### config.mk
export PLATFORM = sky130hd
export DESIGN_NAME = mem_arbiter
export DESIGN_NICKNAME = d
export VERILOG_FILES = /design/src/rtl/mem_arbiter.sv
export SDC_FILE = /design/constraint.sdc
export NUM_CORES = 1
export LEC_CHECK = 0
export ABC_CLOCK_PERIOD_IN_PS = 1650
export CORE_AREA = 2 2 285 287
export DETAILED_ROUTE_END_ITERATION = 7
export DIE_AREA = 0 0 287 289
export GPL_ROUTABILITY_DRIVEN = 0
export GPL_TIMING_DRIVEN = 0
export HOLD_SLACK_MARGIN = 0.06
export PLACE_DENSITY_LB_ADDON = 0.25
export SETUP_SLACK_MARGIN = 0.05
export SLEW_MARGIN = 20
export SYNTH_ARGS = -nofsm -noshare
export SYNTH_HDL_FRONTEND = slang
export SYNTH_SLANG_ARGS = --single-unit
### constraint.sdc
create_clock -name i_clk -period 1.65 [get_ports i_clk]
set_input_delay 0.165 -clock i_clk [delete_from_list [all_inputs] [get_ports i_clk]]
set_output_delay 0.165 -clock i_clk [all_outputs]
set_load 0.03 [all_outputs]
### src/rtl/mem_arbiter.sv
// Shares one 128-bit block memory port between i-cache refills and d-cache refills/write-backs.
// Latency: request to release is memory latency + 3 cycles (IDLE decision, ISSUE, RESP).
// Backpressure: losing or waiting requester is held on busywait; optional MEM_ARB_DPRIO_EN gives the d-cache fixed priority.
`timescale 1ns/1ps
module mem_arbiter #(
   parameter int ADDR_W = 28,
   parameter int BLK_W  = 128
) (
   input  logic              i_clk,
   input  logic              i_rst_n,
   input  logic              i_i_read,
   input  logic [ADDR_W-1:0] i_i_address,
   output logic [BLK_W-1:0]  o_i_readdata,
   output logic              o_i_busywait,
   input  logic              i_d_read,
   input  logic              i_d_write,
   input  logic [ADDR_W-1:0] i_d_address,
   input  logic [BLK_W-1:0]  i_d_writedata,
   output logic [BLK_W-1:0]  o_d_readdata,
   output logic              o_d_busywait,
   output logic              o_m_read,
   output logic              o_m_write,
   output logic [ADDR_W-1:0] o_m_address,
   output logic [BLK_W-1:0]  o_m_writedata,
   input  logic [BLK_W-1:0]  i_m_readdata,
   input  logic              i_m_busywait
);

   typedef enum logic [1:0] {S_IDLE, S_ISSUE, S_WAIT, S_RESP} state_t;

   state_t              r_state;
   logic                r_owner_d;
   logic                r_last_d;
   logic [BLK_W-1:0]    r_buf;
   logic                r_m_read;
   logic                r_m_write;
   logic [ADDR_W-1:0]   r_m_address;
   logic [BLK_W-1:0]    r_m_writedata;

   logic w_i_req;
   logic w_d_req;
   logic w_grant_d;
   logic w_resp_i;
   logic w_resp_d;

   assign w_i_req = i_i_read;
   assign w_d_req = i_d_read | i_d_write;

`ifdef MEM_ARB_DPRIO_EN
   assign w_grant_d = w_d_req;
`else
   // On a tie the port that did not win last time gets the grant.
   assign w_grant_d = w_d_req & (~w_i_req | ~r_last_d);
`endif

   always_ff @(posedge i_clk or negedge i_rst_n) begin
      if (!i_rst_n) begin
         r_state       <= S_IDLE;
         r_owner_d     <= 1'b0;
         r_last_d      <= 1'b1;
         r_buf         <= '0;
         r_m_read      <= 1'b0;
         r_m_write     <= 1'b0;
         r_m_address   <= '0;
         r_m_writedata <= '0;
      end else begin
         case (r_state)
            S_IDLE: begin
               if (w_i_req || w_d_req) begin
                  r_owner_d <= w_grant_d;
                  r_last_d  <= w_grant_d;
                  r_state   <= S_ISSUE;
                  if (w_grant_d) begin
                     // Read and write together is a write-back; no read is issued.
                     r_m_read      <= i_d_read & ~i_d_write;
                     r_m_write     <= i_d_write;
                     r_m_address   <= i_d_address;
                     r_m_writedata <= i_d_writedata;
                  end else begin
                     r_m_read    <= 1'b1;
                     r_m_write   <= 1'b0;
                     r_m_address <= i_i_address;
                  end
               end
            end
            S_ISSUE: r_state <= S_WAIT;
            S_WAIT: begin
               if (!i_m_busywait) begin
                  if (r_m_read) begin
                     r_buf <= i_m_readdata;
                  end
                  r_m_read  <= 1'b0;
                  r_m_write <= 1'b0;
                  r_state   <= S_RESP;
               end
            end
            S_RESP:  r_state <= S_IDLE;
            default: r_state <= S_IDLE;
         endcase
      end
   end

   assign w_resp_i = (r_state == S_RESP) & ~r_owner_d;
   assign w_resp_d = (r_state == S_RESP) &  r_owner_d;

   assign o_i_busywait  = w_i_req & ~w_resp_i;
   assign o_d_busywait  = w_d_req & ~w_resp_d;
   assign o_i_readdata  = r_buf;
   assign o_d_readdata  = r_buf;
   assign o_m_read      = r_m_read;
   assign o_m_write     = r_m_write;
   assign o_m_address   = r_m_address;
   assign o_m_writedata = r_m_writedata;

endmodule

==> impl_metrics.tcl, run 1 <==
# metrics dict for downstream scripts
set metrics [dict create \
    r2r-start "r_state[0]" \
    intPower_mw 30.18 \
    outcome "finished, violations left" \
    grt_max_degree 91 \
    rsz0062_at_grt "true" \
    ant_nets 0 \
    area_growth_pct 90.92 \
    r2r_cells 8 \
    cpMaxStageDelayCell "dfrtp_1" \
    hold_viol_final 0 \
    wl_per_cell_um 17.63 \
    diodes 0 \
    path_max_fanout 5 \
    failed_checks "setup timing" \
    cts_root_buffer "clkbuf_16" \
    seqPwrFrac_pct 25.4 \
    total_power_mw 52.77 \
    drt_iter0_drc 201 \
    chipArea_mm2 0.08294 \
    rrSetupSlack_ps -200 \
    setup_violations 262 \
    antenna_found_initial 0 \
    critPathMaxStageDelay_ps 380 \
    logic_family "multiplexers" \
    swShare_pct 42.80 \
    first_pass_iters 4 \
    arrival_ps 2270 \
    cp.required_ps 2060 \
    ctsHoldBuffers 1 \
    setup_slack_ps -201.4 \
]
## run 1: cells in the mapped netlist
library cell	n	share of area [%]
o31ai_1	1	0.060
clkbuf_1	6	0.18
buf_2	19	0.76
nor4b_1	1	0.070
nor3b_1	1	0.060
a21oi_1	3	0.12
ha_1	5	0.50
dfrtp_1	289	58
nor3_1	1	0.040
mux2_4	98	12
buf_4	130	7.8
nor2_1	1	0.030
a22oi_1	1	0.060
o21ai_0	28	1.1
a21o_1	1	0.060
nand3b_1	1	0.060
o2bb2ai_1	2	0.14
mux2_2	159	14
a2111oi_0	1	0.070
or2_1	1	0.050
dfstp_2	1	0.21
nand2_1	32	0.96
a211o_1	1	0.070
inv_1	4	0.12
a21boi_0	3	0.18
mux2i_1	28	2.2
buf_6	11	0.99
nand2b_1	1	0.050
## run 1: cell type report
type | count | area, µm² | area share, %
timing repair buffer | 800 | 8168 | 34.24
tap | 1060 | 1326 | 5.559
inverter | 4 | 15.01 | 0.06294
clock buffer | 53 | 1066 | 4.468
buffer | 164 | 1604 | 6.724
sequential | 290 | 7263 | 30.45
multi-input combinational | 370 | 4315 | 18.09
clock inverter | 9 | 98.84 | 0.4143
## run 1: routing by layer
layer | GRT usage (%) | wire length [µm] | vias up
li1 | - | - | 4415
met1 | 11.31 | 17240 | 4726
met2 | 20.22 | 26240 | 414
met3 | 3.173 | 3571 | 68
met4 | 3.633 | 1436 | 0
met5 | 0 | 0 | -
## run 1: registers in the layout, summed over array words and instances, names as in the netlist
name / flops
o_m_read: 1
o_m_writedata: 128
r_state: 2
o_m_write: 1
o_m_address: 28
o_d_readdata: 128
r_last_d: 1
r_owner_d: 1
## run 1: cells by family after synthesis
family | count (synthesis)
flops | 290
fa+ha+maj | 5
compound gates | 41
buf+inv | 170
mux | 285
simple gates | 39
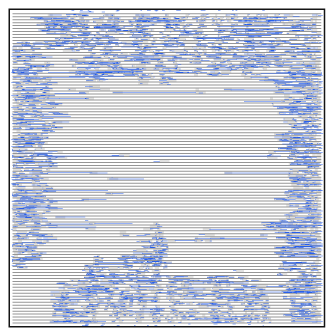
**Above:** run 1 (the metal 1 layer).
Supply wires on this layer in gray. Cells faint in the background.
wire length on this layer: 17200 µm
main direction: horizontal
share of all routed wire: 36%
longest straight run: 139 µm
nets with wire on the layer: 1708
met1 usage: 11.31%
DRT Wirelength: 48490 µm
vias: 9623

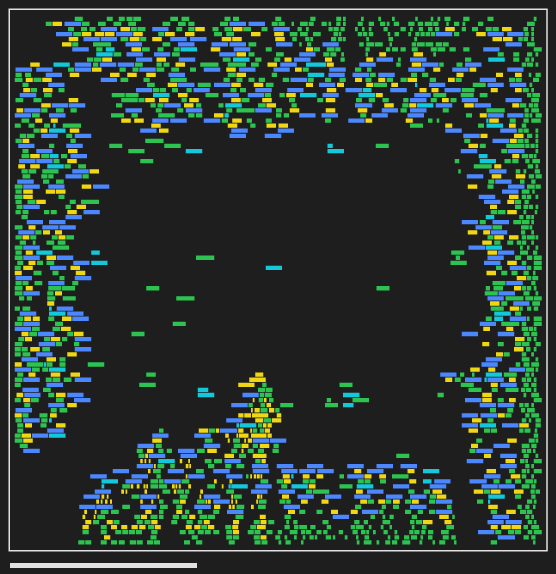
**Above:** run 1 (cell classes on the final placement).
The bar under the picture is 100 µm long.
| class | color | cells | share of their area |
|---|---|---|---|
| clock drivers and dummy loads | cyan | 62 | 5.2% |
| flip-flops | blue | 290 | 32% |
| other buffers and delay cells | green | 964 | 43% |
| all other logic | yellow | 374 | 19% |
core area: 0.07990 mm²
num rows: 104
fin area: 0.02386 mm²
final core occ: 29.86%
Seq area share: 30.45%

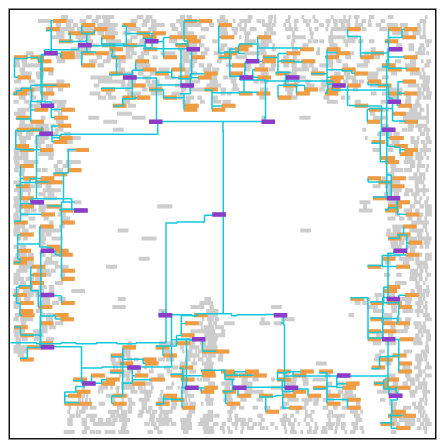
**Above:** run 1 (clock distribution).
[cells driving clock nets] purple | count: 37
[flip-flops] orange | count: 290
[clock wires] cyan | length: 4840 µm
routed clock nets: 38
flops lie: widely spread
clk_skew: 27.33 ps
Insertion Delay late pin: 550 ps
clk pwr: 7.83 mW
Clk network pwr share: 14.8%

==> run 1 -> run 2 <==
--- a/config.mk
+++ b/config.mk
@@ -7,11 +7,12 @@
 export LEC_CHECK = 0
 export ABC_CLOCK_PERIOD_IN_PS = 1650
 export CORE_AREA = 2 2 285 287
+export CTS_CLUSTER_SIZE = 25
 export DETAILED_ROUTE_END_ITERATION = 7
 export DIE_AREA = 0 0 287 289
 export GPL_ROUTABILITY_DRIVEN = 0
 export GPL_TIMING_DRIVEN = 0
-export HOLD_SLACK_MARGIN = 0.06
+export HOLD_SLACK_MARGIN = 0.02
 export PLACE_DENSITY_LB_ADDON = 0.25
 export SETUP_SLACK_MARGIN = 0.05
 export SLEW_MARGIN = 20
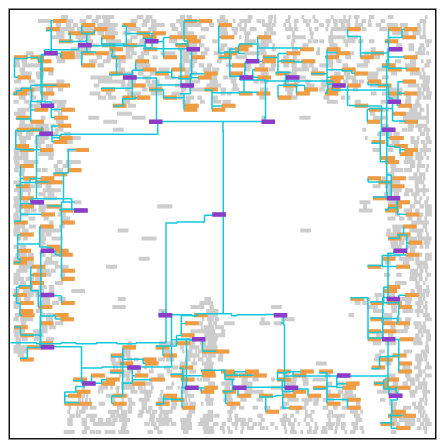
**Above:** run 2 (clock distribution).
[cells driving clock nets] purple | count: 37
[clock wires] cyan | length: 4840 µm
[flip-flops] orange | count: 290
routed clock nets: 38

==> run 2 against run 1 <==
Against the previous run:
- the flow still finishes with violations (setup timing)
- first-iteration DRC count is the same
- total power is the same
- sequential cell count is the same
- clock power is essentially flat
==> impl_metrics.tcl, run 2 <==
# metrics dict for downstream scripts
set metrics [dict create \
    outcome "finished, violations left" \
    failed_checks "setup timing" \
    dr_wl_met3_um 3571 \
    ant_nets 0 \
    dr_total_vias 9623 \
    wl_um 48490 \
    most_common_cell "dfrtp_1" \
    synth_largest_type_area_fraction_pct 57.88 \
    setup_slack_ps -201.4 \
    swShare_pct 42.80 \
    clockPowerShare_pct 14.8 \
    setup_violations 262 \
    rsz0062_at_grt "true" \
    cts_root_buffer "clkbuf_16" \
    ctsHoldBuffers 1 \
    rrSetupSlack_ps -200 \
    topCellsByArea "dfrtp_1, mux2_2, mux2_4, buf_4, mux2i_1" \
    arrival_ps 2270 \
    clk-insertion-delay-late_ps 550 \
    final_util_pct 29.86 \
    r2r-start "r_state[0]" \
    area_growth_pct 90.92 \
    grt.met2_usage_pct 20.22 \
    first_pass_iters 4 \
    layout.area.comb_mm2 0.004315 \
    finClkSkew_ps 27.33 \
    wl_met1_um 17240 \
    cpMaxStageDelayCell "dfrtp_1" \
    largest_area_cell "dfrtp_1" \
    r2r_cells 8 \
    cp.required_ps 2060 \
    hold_viol_final 0 \
    gr-usage-met3_pct 3.173 \
    grt_busiest_layer "met2" \
    top_layer "met4" \
    drt_iter0_drc 201 \
    grt_max_degree 91 \
    wl_per_cell_um 17.63 \
    nets 1990 \
    regArea_mm2 0.007263 \
    synth-edff-count 0 \
    antenna_found_initial 0 \
    core_mm2 0.07990 \
    diodes 0 \
    wl_met2_um 26240 \
    timing.hold.ws_ps 144.8 \
    chipArea_mm2 0.08294 \
    core.rowCount 104 \
    yosys_most_used_dff "dfrtp_1" \
]
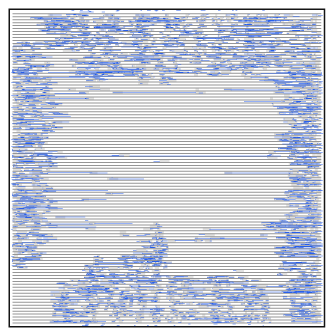
**Above:** run 2 (the metal 1 layer).
Supply wires on this layer in gray. Cells faint in the background.
share of all routed wire: 36%
wire length on this layer: 17200 µm

==> run 2: power by group through the flow <==
stage | clock, mW | sequential, mW | combinational (mW)
2_1_floorplan | 0 | 19.9 | 11.7
3_3_place_gp | 0 | 13.5 | 31.5
3_5_place_dp | 0 | 13.6 | 31.7
4_1_cts | 8.17 | 13.5 | 31.3
5_1_grt | 8.52 | 13.9 | 33.0
6_report | 7.83 | 13.4 | 31.5
==> run 2: area by class of cell <==
cell class | count | share of cell area (%)
Timing Repair Buffer | 800 | 34.24
Sequential cell | 290 | 30.45
Multi-Input combinational cell | 370 | 18.09
Buffer | 164 | 6.724
Tap cell | 1060 | 5.559
Clock buffer | 53 | 4.468
Clock inverter | 9 | 0.4143
Inverter | 4 | 0.06294
==> run 2: worst min path at each step <==
stage | cells past startpoint | start | end | slack [ps]
CTS | 2 | i_rst_n | o_d_readdata[65] | 110
global route | 2 | i_rst_n | o_d_readdata[67] | 130
detailed placement | 1 | i_rst_n | o_d_readdata[67] | 100
floorplan | 0 | i_rst_n | o_d_readdata[0] | -130
global placement | 2 | r_last_d | r_last_d | 460
finish | 2 | i_rst_n | o_d_readdata[65] | 140
==> run 2: metrics by stage <==
| step | instance area (µm²) | power (mW) |
|---|---|---|
| 6_report | 23860 | 52.77 |
| 5_1_grt | 23860 | 55.46 |
| 4_1_cts | 23260 | 52.93 |
| 3_5_place_dp | 21300 | 45.23 |
| 3_3_place_gp | 21210 | 45.05 |
| 2_1_floorplan | 12550 | 31.58 |
==> run 2: kinds of logic after synthesis <==
group,synth area share (%)
compound gates,1.882
flops,58.09
simple gates,1.322
buf+inv,9.863
fa+ha+maj,0.5007
mux,28.35
==> run 2 -> run 3 <==
--- a/config.mk
+++ b/config.mk
@@ -6,6 +6,7 @@
 export NUM_CORES = 1
 export LEC_CHECK = 0
 export ABC_CLOCK_PERIOD_IN_PS = 1650
+export CAP_MARGIN = 15
 export CORE_AREA = 2 2 285 287
 export CTS_CLUSTER_SIZE = 25
 export DETAILED_ROUTE_END_ITERATION = 7
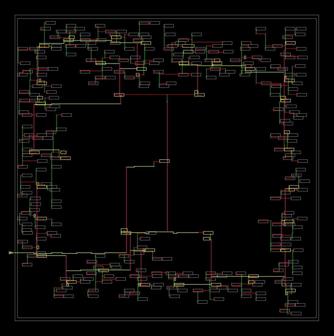
**Above:** run 3 (the clock network).
CTS buffer count: 37
Clock Buffer Count: 53
Flop Count: 290
clock sinks: 290

==> run 3 against run 2 <==
Against the previous run:
- the flow still finishes with violations (setup timing)
- critical endpoint unchanged
- clock skew unchanged
- sequential power about the same
- via count unchanged
- critical path type unchanged
==> impl_metrics.tcl, run 3 <==
# metrics dict for downstream scripts
set metrics [dict create \
    diodes 0 \
    synth-edff-count 0 \
    async_flop_share_pct 100.0 \
    rsz0062_at_grt "true" \
    clk-insertion-delay-late_ps 550 \
    yosys_most_used_dff "dfrtp_1" \
    setup_violations 262 \
    grt_max_degree 91 \
    placed_area_mm2 0.02130 \
    r2r_cells 8 \
    drt_iter0_drc 201 \
    hold_viol_final 0 \
    nets 1990 \
    topCellsByArea "dfrtp_1, mux2_2, mux2_4, buf_4, mux2i_1" \
    antenna_found_initial 0 \
    chipArea_mm2 0.08294 \
    finClkSkew_ps 27.33 \
    outcome "finished, violations left" \
    synthTopCellsByCount "dfrtp_1, mux2_2, buf_4" \
    wl_um 48490 \
    first_pass_iters 4 \
    cts_root_buffer "clkbuf_16" \
    most_common_cell "dfrtp_1" \
    cpMaxStageDelayCell "dfrtp_1" \
    total_power_mw 52.77 \
    setup_slack_ps -201.4 \
    path_max_fanout 5 \
    design_area_mm2 0.02386 \
    core_mm2 0.07990 \
    wl_per_cell_um 17.63 \
    largest_area_cell "dfrtp_1" \
    synth_largest_type_area_fraction_pct 57.88 \
    failed_checks "setup timing" \
]
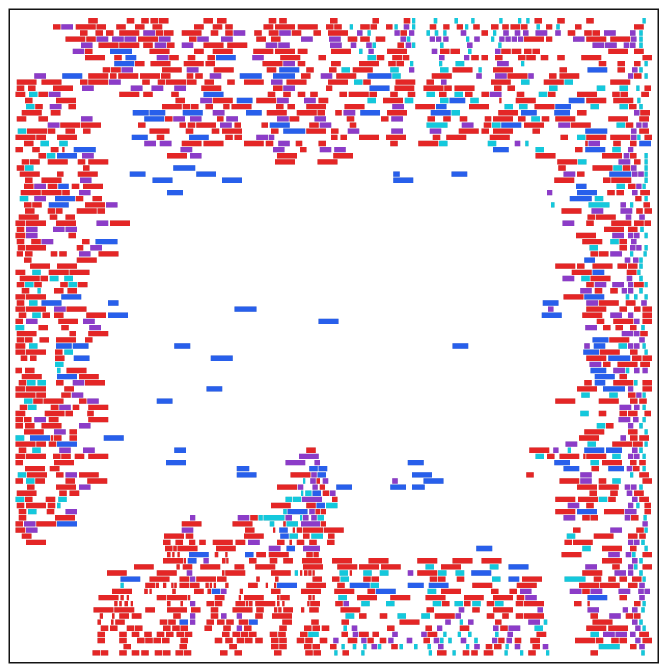
**Above:** run 3 (drive-strength map).
| size | color | cells |
|---|---|---|
| drive 6 and up | blue | 128 |
| drive 1 or less | red | 990 |
| drive 3 to 4 | purple | 318 |
| drive 2 | cyan | 254 |
fin worst setup slack: -201.4 ps
synthesis-to-layout area growth: 90.92%
Non-CTS buffers: 964

-- run 3: where the power goes --
group	internal [mW]	switching (mW)
clock network	4.64	3.19
registers	10.8	2.63
logic	14.8	16.8
total	30.2	22.6
-- run 3: critical path, delay by kind of cell (launching register included) --
kind                       cells  cell delay [ps]
buffers and inverters          5              570
DFF                            1              380
and+or+nand+nor                1              330
muxes                          1              290
adders and majority gates      1              140
-- run 3: area by class of cell --
class                           instances  area [µm²]  share of cell area [%]
Inverter                                4       15.01                 0.06294
Multi-Input combinational cell        370        4315                   18.09
Buffer                                164        1604                   6.724
Timing Repair Buffer                  800        8168                   34.24
Sequential cell                       290        7263                   30.45
Clock inverter                          9       98.84                  0.4143
Clock buffer                           53        1066                   4.468
Tap cell                             1060        1326                   5.559
-- run 3: logic make-up (layout without fill, tap and decap cells) --
group	after synthesis	in the layout	share of synthesized area [%]
flip-flops	290	290	58.09
multiplexers	285	285	28.35
buffers and inverters	170	1030	9.863
AND-OR/OR-AND	41	41	1.882
AND/OR/NAND/NOR	39	39	1.322
adder cells (fa/ha/maj)	5	5	0.5007
-- run 3: layer usage --
layer,routed length (µm),vias up,global-route usage (%),part of all wire [%]
li1,-,4415,-,-
met1,17240,4726,11.31,36
met2,26240,414,20.22,54
met3,3571,68,3.173,7.4
met4,1436,0,3.633,3.0
met5,0,-,0,0
-- run 3: timing repair --
action                                  CTS  global route
hold buffers                              1             0
pin swaps                                 5             4
hold endpoints to repair                199             0
resized                                 391           532
gates cloned                             16            12
setup buffers                            22            19
endpoints found under the setup margin  698           606
No activity file was given, so power comes from the tool's default toggle rates.
